**src/rtl/pc_redirect_unit.sv**
```systemverilog
// Fetch PC register with stall-parked redirects.
// Reports redirect pulses, misaligned targets and a saturating count.
module pc_redirect_unit #(
    parameter int unsigned ADDR_W   = 32,
    parameter logic [ADDR_W-1:0] RESET_PC = '0,
    parameter int unsigned CNT_W    = 16
) (
    input  logic              clk,
    input  logic              rst_n,
    input  logic              pc_le,
    input  logic [2:0]        decision_in,
    input  logic [ADDR_W-1:0] branch_target,
    input  logic [ADDR_W-1:0] jal_target,
    input  logic [ADDR_W-1:0] jalr_target,
    output logic [ADDR_W-1:0] pc_out,
    output logic [ADDR_W-1:0] npc_out,
    output logic              redirect_pending,
    output logic              redirect_taken,
    output logic              misalign_fault,
    output logic [CNT_W-1:0]  redirect_count
);

    typedef enum logic {
        IDLE,
        PENDING
    } state_t;

    state_t            state_q, state_d;
    logic [ADDR_W-1:0] pc_q, pc_d;
    logic [ADDR_W-1:0] pend_tgt_q, pend_tgt_d;
    logic              pend_mis_q, pend_mis_d;
    logic              taken_q, mis_q;
    logic [CNT_W-1:0]  cnt_q;
    logic              load, load_mis;

    logic              is_br, is_jal, is_jalr, sel_valid;
    logic [ADDR_W-1:0] raw_tgt, sel_tgt;
    logic              sel_mis;

    assign is_br     = decision_in == 3'b001;
    assign is_jal    = decision_in == 3'b010;
    assign is_jalr   = decision_in == 3'b011;
    assign sel_valid = is_br | is_jal | is_jalr;

    always_comb begin
        raw_tgt = '0;
        unique case (1'b1)
            is_br:   raw_tgt = branch_target;
            is_jal:  raw_tgt = jal_target;
            is_jalr: raw_tgt = {jalr_target[ADDR_W-1:1], 1'b0};
            default: raw_tgt = '0;
        endcase
    end

    // bit 1 flags misalignment; low bits are always dropped before use
    assign sel_mis = sel_valid & raw_tgt[1];
    assign sel_tgt = {raw_tgt[ADDR_W-1:2], 2'b00};
    assign npc_out = pc_q + ADDR_W'(4);

    always_comb begin
        state_d    = state_q;
        pc_d       = pc_q;
        pend_tgt_d = pend_tgt_q;
        pend_mis_d = pend_mis_q;
        load       = 1'b0;
        load_mis   = 1'b0;
        unique case (state_q)
            IDLE: begin
                if (pc_le) begin
                    if (sel_valid) begin
                        pc_d     = sel_tgt;
                        load     = 1'b1;
                        load_mis = sel_mis;
                    end else begin
                        pc_d = npc_out;
                    end
                end else if (sel_valid) begin
                    pend_tgt_d = sel_tgt;
                    pend_mis_d = sel_mis;
                    state_d    = PENDING;
                end
            end
            PENDING: begin
                if (pc_le) begin
                    load    = 1'b1;
                    state_d = IDLE;
                    if (sel_valid) begin
                        pc_d     = sel_tgt;
                        load_mis = sel_mis;
                    end else begin
                        pc_d     = pend_tgt_q;
                        load_mis = pend_mis_q;
                    end
                end else if (sel_valid) begin
                    pend_tgt_d = sel_tgt;
                    pend_mis_d = sel_mis;
                end
            end
            default: state_d = IDLE;
        endcase
    end

    always_ff @(posedge clk or negedge rst_n) begin
        if (!rst_n) begin
            state_q    <= IDLE;
            pc_q       <= RESET_PC;
            pend_tgt_q <= '0;
            pend_mis_q <= 1'b0;
            taken_q    <= 1'b0;
            mis_q      <= 1'b0;
            cnt_q      <= '0;
        end else begin
            state_q    <= state_d;
            pc_q       <= pc_d;
            pend_tgt_q <= pend_tgt_d;
            pend_mis_q <= pend_mis_d;
            taken_q    <= load;
            mis_q      <= load_mis;
            if (load && (cnt_q != '1)) begin
                cnt_q <= cnt_q + CNT_W'(1);
            end
        end
    end

    assign pc_out           = pc_q;
    assign redirect_pending = state_q == PENDING;
    assign redirect_taken   = taken_q;
    assign misalign_fault   = mis_q;
    assign redirect_count   = cnt_q;

endmodule

```
**config.mk**
```make
export PLATFORM = sky130hd
export DESIGN_NAME = pc_redirect_unit
export DESIGN_NICKNAME = d
export VERILOG_FILES = /design/src/rtl/pc_redirect_unit.sv
export SDC_FILE = /design/constraint.sdc
export NUM_CORES = 1
export LEC_CHECK = 0
export ABC_AREA = 1
export CAP_MARGIN = 20
export CORE_MARGIN = 3
export CORE_UTILIZATION = 35
export CTS_BUF_LIST = sky130_fd_sc_hd__clkbuf_8
export DETAILED_ROUTE_END_ITERATION = 16
export PLACE_DENSITY_LB_ADDON = 0.12
export SLEW_MARGIN = 20
export SYNTH_ARGS = -nofsm -noshare
export SYNTH_HDL_FRONTEND = slang
export SYNTH_SLANG_ARGS = --single-unit
```
**constraint.sdc**
```tcl
create_clock -name clk -period 2.6 [get_ports clk]
set_clock_uncertainty 0.1 [all_clocks]
set_input_delay 0.39 -clock clk [delete_from_list [all_inputs] [get_ports clk]]
set_output_delay 0.39 -clock clk [all_outputs]
set_load 0.02 [all_outputs]
```
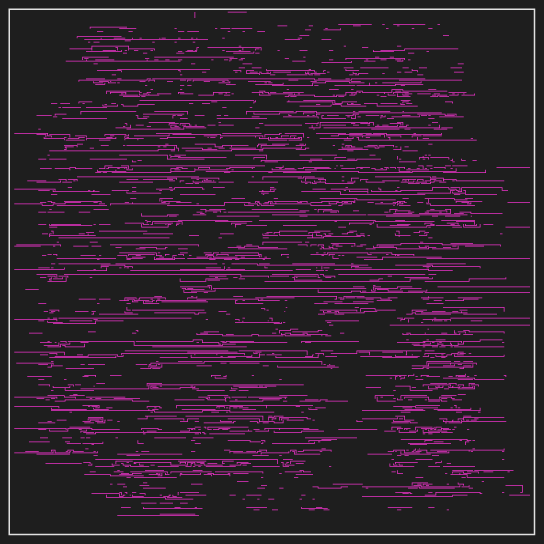
Figure 1: run 1, M1 wires.
Drawn at 4 px/um.
share of all routed wire = 49%
longest straight run = 45.5 um
main direction = horizontal

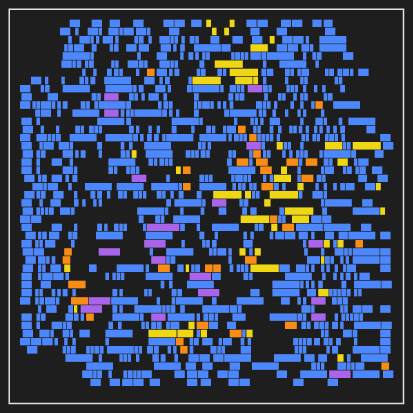
Figure 2: run 1, drive-strength map.
Drawn at 3 px/um.
yellow -> drive 2  # cells 46
blue -> drive 1 or less  # cells 882
orange -> drive 3 to 4  # cells 32
purple -> drive 6 and up  # cells 19

==> impl_metrics.env, run 1 <==
# source this file to load flow results
export IMPL_critPathKind="flip-flop to output port"
export IMPL_comb_area_um2=2910
export IMPL_final_clk_cell_share_pct=2.612
export IMPL_yosys_area_um2=5464
export IMPL_fin_crit_sh_pct=96.12
export IMPL_p_clk_share_pct=22.2
export IMPL_max_stage_delay_ns=0.37
export IMPL_chipArea_um2=17150
export IMPL_relSlewSlack_pct=66.40
export IMPL_drive_above_1_share_pct=9.908
export IMPL_ys_flops=84
export IMPL_synthCells=792
export IMPL_final_cell_count_no_fill=1190
export IMPL_wl_met2_um=7287
export IMPL_wl_um=16450
export IMPL_grt_max_degree=49
export IMPL_p_comb_mw=1.74
export IMPL_gr_usage_met2_pct=28.82
export IMPL_clock_root_buffer="clkbuf_8"
export IMPL_grt_pass1_vias=4937
export IMPL_seq_cells=84
export IMPL_h_tree_depth=3
export IMPL_cp_max_fo=5
export IMPL_p_sw_mw=1.691
export IMPL_rsz0062_at_grt="true"
export IMPL_tightest_slew_ns=0.5001
export IMPL_warning_count=31
export IMPL_adder_share_pct=0.4580
export IMPL_clockBufferDepth=2
export IMPL_die_y_um=130.9
export IMPL_seqPwrFrac_pct=39.0
export IMPL_seq_share_pct=27.25
export IMPL_ys_warn_count=0
export IMPL_largest_class="multi-input combinational cells"
export IMPL_grt_busiest_layer="met2"
export IMPL_diodes=0
export IMPL_place_hpwl_um=12820
export IMPL_top_cells_by_count="nand2_1 (270), nor2_1 (96), dfrtp_1 (84)"
export IMPL_crit_chain="ha_2 -> nand2_2 -> nor2_4 -> nand2_4 -> nor2_4 -> xor2_2 -> clkdlybuf4s15_1"
export IMPL_grt_pass1_wl_um=25760
export IMPL_top_area_cell="dfrtp_1"
export IMPL_sh_comb_area_pct=37.51
export IMPL_pg_seq_mw=1.74
export IMPL_aoi_share_pct=10.10
export IMPL_drt_met1_wl_um=8047
export IMPL_drtIter0Drc=348
export IMPL_core_region_area_um2=15260
export IMPL_dp_cells=1172
export IMPL_period_needed_ns=2.499
export IMPL_switching_share_pct=37.83
export IMPL_syn_num_nets=896
export IMPL_mux_area_share_pct=0
export IMPL_fin_util_pct=50.85
export IMPL_async_reset_ff_share_pct=100.0
export IMPL_num_io_pins=185
export IMPL_yosysTopAreaCellShare_pct=38.47
export IMPL_area_leaders="dfrtp_1 (38%), nand2_1 (19%), nor2_1 (6.6%)"
export IMPL_run_status="completed"
export IMPL_seq_area_frac_synth_pct=38.47
export IMPL_crit_slowest_cell="dfrtp_1"
export IMPL_reg2regPathDepth=8
export IMPL_rows=45
export IMPL_yosysMostFrequentCell="nand2_1"
export IMPL_cts_tree="yes"
export IMPL_syn_area_per_cell_um2=6.899
export IMPL_worstSetupStartpointType="flip-flop"
export IMPL_path_clk_slew_ns=0.09
export IMPL_maxUsedRoutingLayer="met4"
export IMPL_combPwrFrac_pct=38.8
export IMPL_syn_to_final_growth_pct=42.00
export IMPL_maxCapViolCount=0
export IMPL_fp_util_pct=35.81
export IMPL_r2r_end="redirect_count[15]"
export IMPL_regArea_um2=2115
export IMPL_cpMostUsedCell="nor2_4"
export IMPL_power_clock_total_uw=992
export IMPL_numCtsBuffers=9
export IMPL_signal_buffers=202
export IMPL_gp_congestion=0.8291
export IMPL_path_depth=7
export IMPL_clk_latency_ns=0.37
export IMPL_die_w_um=130.9
export IMPL_slew_viol_final=0
export IMPL_path_buffers=1
export IMPL_synth_cell_types=33
export IMPL_vias=5475
export IMPL_end_kind="output port"
export IMPL_port_buffers=181
export IMPL_logic_gate_count=600
export IMPL_ys_sh_simple_pct=37.21
export IMPL_tap_cells=211
export IMPL_p_int_mw=2.779
export IMPL_flop_cell="dfrtp_1"
export IMPL_cp_top_family="simple AND/OR/NAND/NOR gates"
export IMPL_fillers=1573
export IMPL_cp_required_ns=2.11
export IMPL_yosys_cells=792
export IMPL_leakagePower_nw=3.456
export IMPL_top_logic_kind="simple AND/OR/NAND/NOR gates"
export IMPL_edf_count=0
export IMPL_track_usage_pct=19.29
export IMPL_cp_arrival_ns=2.01
export IMPL_vdd_ir_drop_max_uv=251.6
export IMPL_rrSetupSlack_ns=0.70
export IMPL_fmax_ghz=0.4001
export IMPL_num_nonclk_inverters=77
export IMPL_drc=0
export IMPL_drtAntennaViolNets=0
export IMPL_ys_sh_xor_pct=5.015
export IMPL_power_total_mw=4.470
export IMPL_syn_area_um2=5464
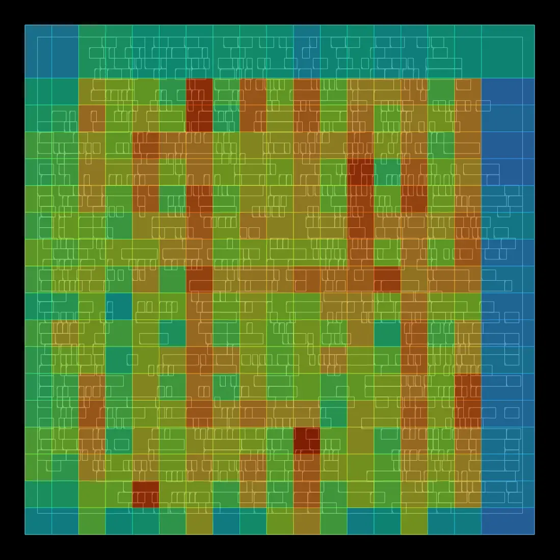
Figure 3: run 1, routing congestion map.
met1 usage: 28.56%
GR Util met3: 3.293%
Routed WL per cell: 13.82 um

run 1: worst max path at each step:
stage,startpoint,endpoint,slack (ns)
2_1_floorplan,pc_out[3],npc_out[22],0.56
3_3_place_gp,pc_out[2],npc_out[26],0.15
3_5_place_dp,pc_out[2],npc_out[26],0.14
4_1_cts,pc_out[2],npc_out[26],-0.02
5_1_grt,pc_out[3],npc_out[23],-0.04
6_report,pc_out[2],npc_out[18],0.10
run 1: sequential cells by signal, summed over array words and instances, names as in the netlist:
| signal | count |
|---|---|
| redirect_taken | 1 |
| misalign_fault | 1 |
| pend_tgt_q | 32 |
| pc_out | 32 |
| redirect_pending | 1 |
| pend_mis_q | 1 |
| redirect_count | 16 |
run 1: metrics by stage:
step | hold slack (ns) | TNS [ns] | area [um2] | setup WS, ns
4_1_cts | 0.2958 | -0.01716 | 7750 | -0.01716
6_report | 0.3017 | 0 | 7759 | 0.1009
3_3_place_gp | 0.1665 | 0 | 7562 | 0.1454
2_1_floorplan | -0.005591 | 0 | 5464 | 0.5624
3_5_place_dp | 0.1645 | 0 | 7562 | 0.1388
5_1_grt | 0.3137 | -0.04362 | 7759 | -0.03633
run 1: placed cells by master (no fill, tap or decap), types with 16 or more instances in the layout:
master and count:
nand2_1 269, clkdlybuf4s50_1 154, nor2_1 94, inv_1 75, dfrtp_1 74, o21ai_0 59, nand3_1 49, a21oi_1 32
xor2_1 17, buf_4 16
run 1: logic make-up after synthesis:
kind of cell	count (synthesis)
AND/OR/NAND/NOR	466
buffers and inverters	108
AND-OR/OR-AND	105
flip-flops	84
XOR/XNOR	27
adder cells (fa/ha/maj)	2
run 1: what timing repair did:
action | CTS | global route
pin swaps | 0 | 3
resized | 28 | 29
hold buffers | 1 | 0
hold endpoints to repair | 14 | 0
endpoints found under the setup margin | 24 | 15
setup buffers | 0 | 1
==> run 1 -> run 2 <==
--- a/config.mk
+++ b/config.mk
@@ -8,11 +8,11 @@
 export ABC_AREA = 1
 export CAP_MARGIN = 20
 export CORE_MARGIN = 3
-export CORE_UTILIZATION = 35
+export CORE_UTILIZATION = 46
 export CTS_BUF_LIST = sky130_fd_sc_hd__clkbuf_8
 export DETAILED_ROUTE_END_ITERATION = 16
+export GPL_TIMING_DRIVEN = 0
 export PLACE_DENSITY_LB_ADDON = 0.12
-export SLEW_MARGIN = 20
 export SYNTH_ARGS = -nofsm -noshare
 export SYNTH_HDL_FRONTEND = slang
 export SYNTH_SLANG_ARGS = --single-unit
==> run 2 against run 1 <==
Net effect: non-clock buffer count increased by 22; fmax decreased by 0.77%; wire length increased by 1.4%; total power increased by 1.6%; die area decreased by 23%; clock power increased by 5%; critical path depth increased by 1; critical path type unchanged; largest power group unchanged.
==> impl_metrics.env, run 2 <==
# source this file to load flow results
export IMPL_largest_class="multi-input combinational cells"
export IMPL_yosys_cells=792
export IMPL_clockBufferDepth=2
export IMPL_final_clk_cell_share_pct=2.801
export IMPL_track_usage_pct=25.47
export IMPL_clk_latency_ns=0.36
export IMPL_slew_viol_final=0
export IMPL_grt_pass1_vias=5382
export IMPL_diodes=0
export IMPL_num_io_pins=185
export IMPL_hold_slack_ns=0.3710
export IMPL_port_buffers=180
export IMPL_ys_flops=84
export IMPL_chipArea_um2=13220
export IMPL_tap_cells=143
export IMPL_end_kind="output port"
export IMPL_max_stage_delay_ns=0.42
export IMPL_path_clk_slew_ns=0.09
export IMPL_regArea_um2=2107
export IMPL_edf_count=0
export IMPL_cp_arrival_ns=2.03
export IMPL_fmax_ghz=0.3971
export IMPL_warning_count=31
export IMPL_cp_max_fo=5
export IMPL_flop_cell="dfrtp_1"
export IMPL_setup_violations_final=0
export IMPL_clock_root_buffer="clkbuf_8"
export IMPL_die_y_um=115.0
export IMPL_gp_congestion=0.8662
export IMPL_worstSetupStartpointType="flip-flop"
export IMPL_drtIter0Drc=602
export IMPL_core_region_area_um2=11520
export IMPL_wl_per_cell_um=14.59
export IMPL_syn_num_nets=896
export IMPL_vdd_ir_drop_max_uv=246.7
export IMPL_leakagePower_nw=3.539
export IMPL_critPathKind="flip-flop to output port"
export IMPL_pre_cts_slack_ns=-0.01861
export IMPL_tightest_slew_ns=0.5874
export IMPL_nNetsFinal=1100
export IMPL_num_nonclk_inverters=77
export IMPL_rows=39
export IMPL_dp_cells=1116
export IMPL_syn_to_final_growth_pct=42.27
export IMPL_design_area_um2=7774
export IMPL_drc=0
export IMPL_yosysTopAreaCellShare_pct=38.47
export IMPL_crit_chain="ha_2 -> nand2_2 -> nor2_4 -> nand2_4 -> buf_4 -> xor2_4 -> inv_1 -> dlygate4sd2_1"
export IMPL_tns_ns=0
export IMPL_async_reset_ff_share_pct=100.0
export IMPL_rsz0062_at_grt="true"
export IMPL_cts_tree="yes"
export IMPL_comb_area_um2=2930
export IMPL_ys_warn_count=0
export IMPL_top_cells_by_count="nand2_1 (270), nor2_1 (96), dfrtp_1 (84)"
export IMPL_cp_required_ns=2.11
export IMPL_syn_area_per_cell_um2=6.899
export IMPL_signal_buffers=224
export IMPL_power_total_mw=4.543
export IMPL_layout_cells_most_common_list="nand2_1 (267), clkdlybuf4s50_1 (153), nor2_1 (95)"
export IMPL_drive_above_1_share_pct=11.19
export IMPL_fin_ws_ns=0.08143
export IMPL_wl_um=16690
export IMPL_seq_area_frac_synth_pct=38.47
export IMPL_grt_pass1_wl_um=26480
export IMPL_run_status="completed"
export IMPL_yosysMostFrequentCell="nand2_1"
export IMPL_numCtsBuffers=9
export IMPL_cp_top_family="buffers and inverters"
export IMPL_fillers=1045
export IMPL_seq_share_pct=27.10
export IMPL_syn_area_um2=5464
export IMPL_relSlewSlack_pct=60.84
export IMPL_yosys_area_um2=5464
export IMPL_final_cell_count_no_fill=1144
-- run 2: logic make-up after synthesis --
group / after synthesis / synth area share (%)
AND-OR/OR-AND: 105 / 10.10
XOR/XNOR: 27 / 5.015
adder cells (fa/ha/maj): 2 / 0.4579
buffers and inverters: 108 / 8.747
flip-flops: 84 / 38.47
AND/OR/NAND/NOR: 466 / 37.21
-- run 2: worst reg2reg max path, cell delays in order (launching register included) --
cell and delay, ns:
dfrtp_1 0.42, ha_2 0.21, nand2_2 0.08, nor2_4 0.16, nand2_4 0.11, buf_4 0.15
nor2_4 0.14, xor2_2 0.22, nand2_1 0.08, a21oi_1 0.12
-- run 2: path summary, 6_finish.rpt --
path,to,slack [ns],start,cells after the start
worst max-delay path,npc_out[10],0.08,pc_out[2],8
worst min-delay path,redirect_count[11],0.37,rst_n,2
worst max register to register,pc_out[14],0.74,pc_out[2],9
worst min register to register,pend_tgt_q[3],0.39,pend_tgt_q[3],2
max in group asynchronous,pc_out[15],1.40,rst_n,3
min in group clk,pend_tgt_q[8],0.37,pc_le,4
-- run 2: repair_timing --
action                                 CTS  global route
buffers inserted                         4             7
endpoints found under the hold margin   23             0
hold buffers                             1             0
resized                                 47            45
setup endpoints to repair               25            18
pin swaps                                3             9
-- run 2: routing by layer --
metal | GRT usage (%) | up-vias | wire (um)
li1 | - | 2890 | -
met1 | 35.72 | 2632 | 7369
met5 | 0 | - | 0
met3 | 4.895 | 23 | 1214
met4 | 6.886 | 0 | 293
met2 | 40.55 | 236 | 7809
-- run 2: power breakdown --
part | switching, mW | internal [mW]
combinational | 0.972 | 0.781
sequential | 0.241 | 1.51
clock | 0.478 | 0.559
total | 1.69 | 2.85
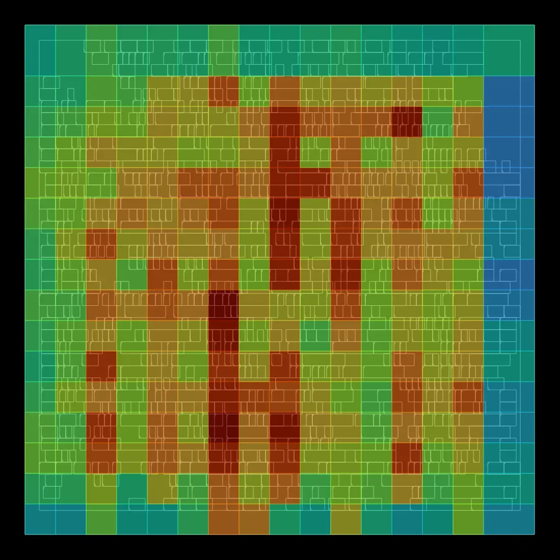
Figure 4: run 2, routing congestion map.
met1 usage: 35.72%
busiest grt layer: met2
fin util: 67.50%
GR Util met3: 4.895%
M2 GR Usage: 40.55%

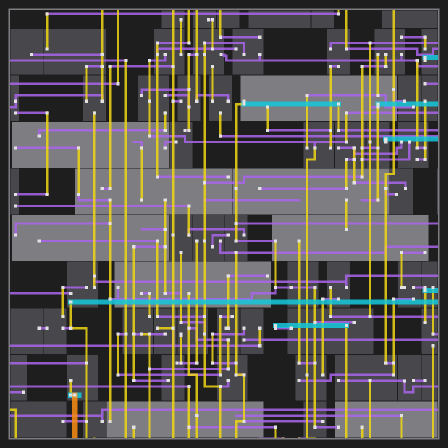
Figure 5: run 2, a small window of the routed layout.
Window x 16 to 41, y 74 to 99 um. Cells in grey, sequential cells in the stronger grey; small squares are vias.
orange -> met4
cyan -> met3
yellow -> met2
purple -> met1
most frequent = o21ai_0 (14), nand2_1 (10), dfrtp_1 (9)
netlist names of flops here include = pend_tgt_q (8), pc_out (1)
cells with their middle in the window = 55
sequential cells in the window = 9

Power and IR drop assume default switching activity.
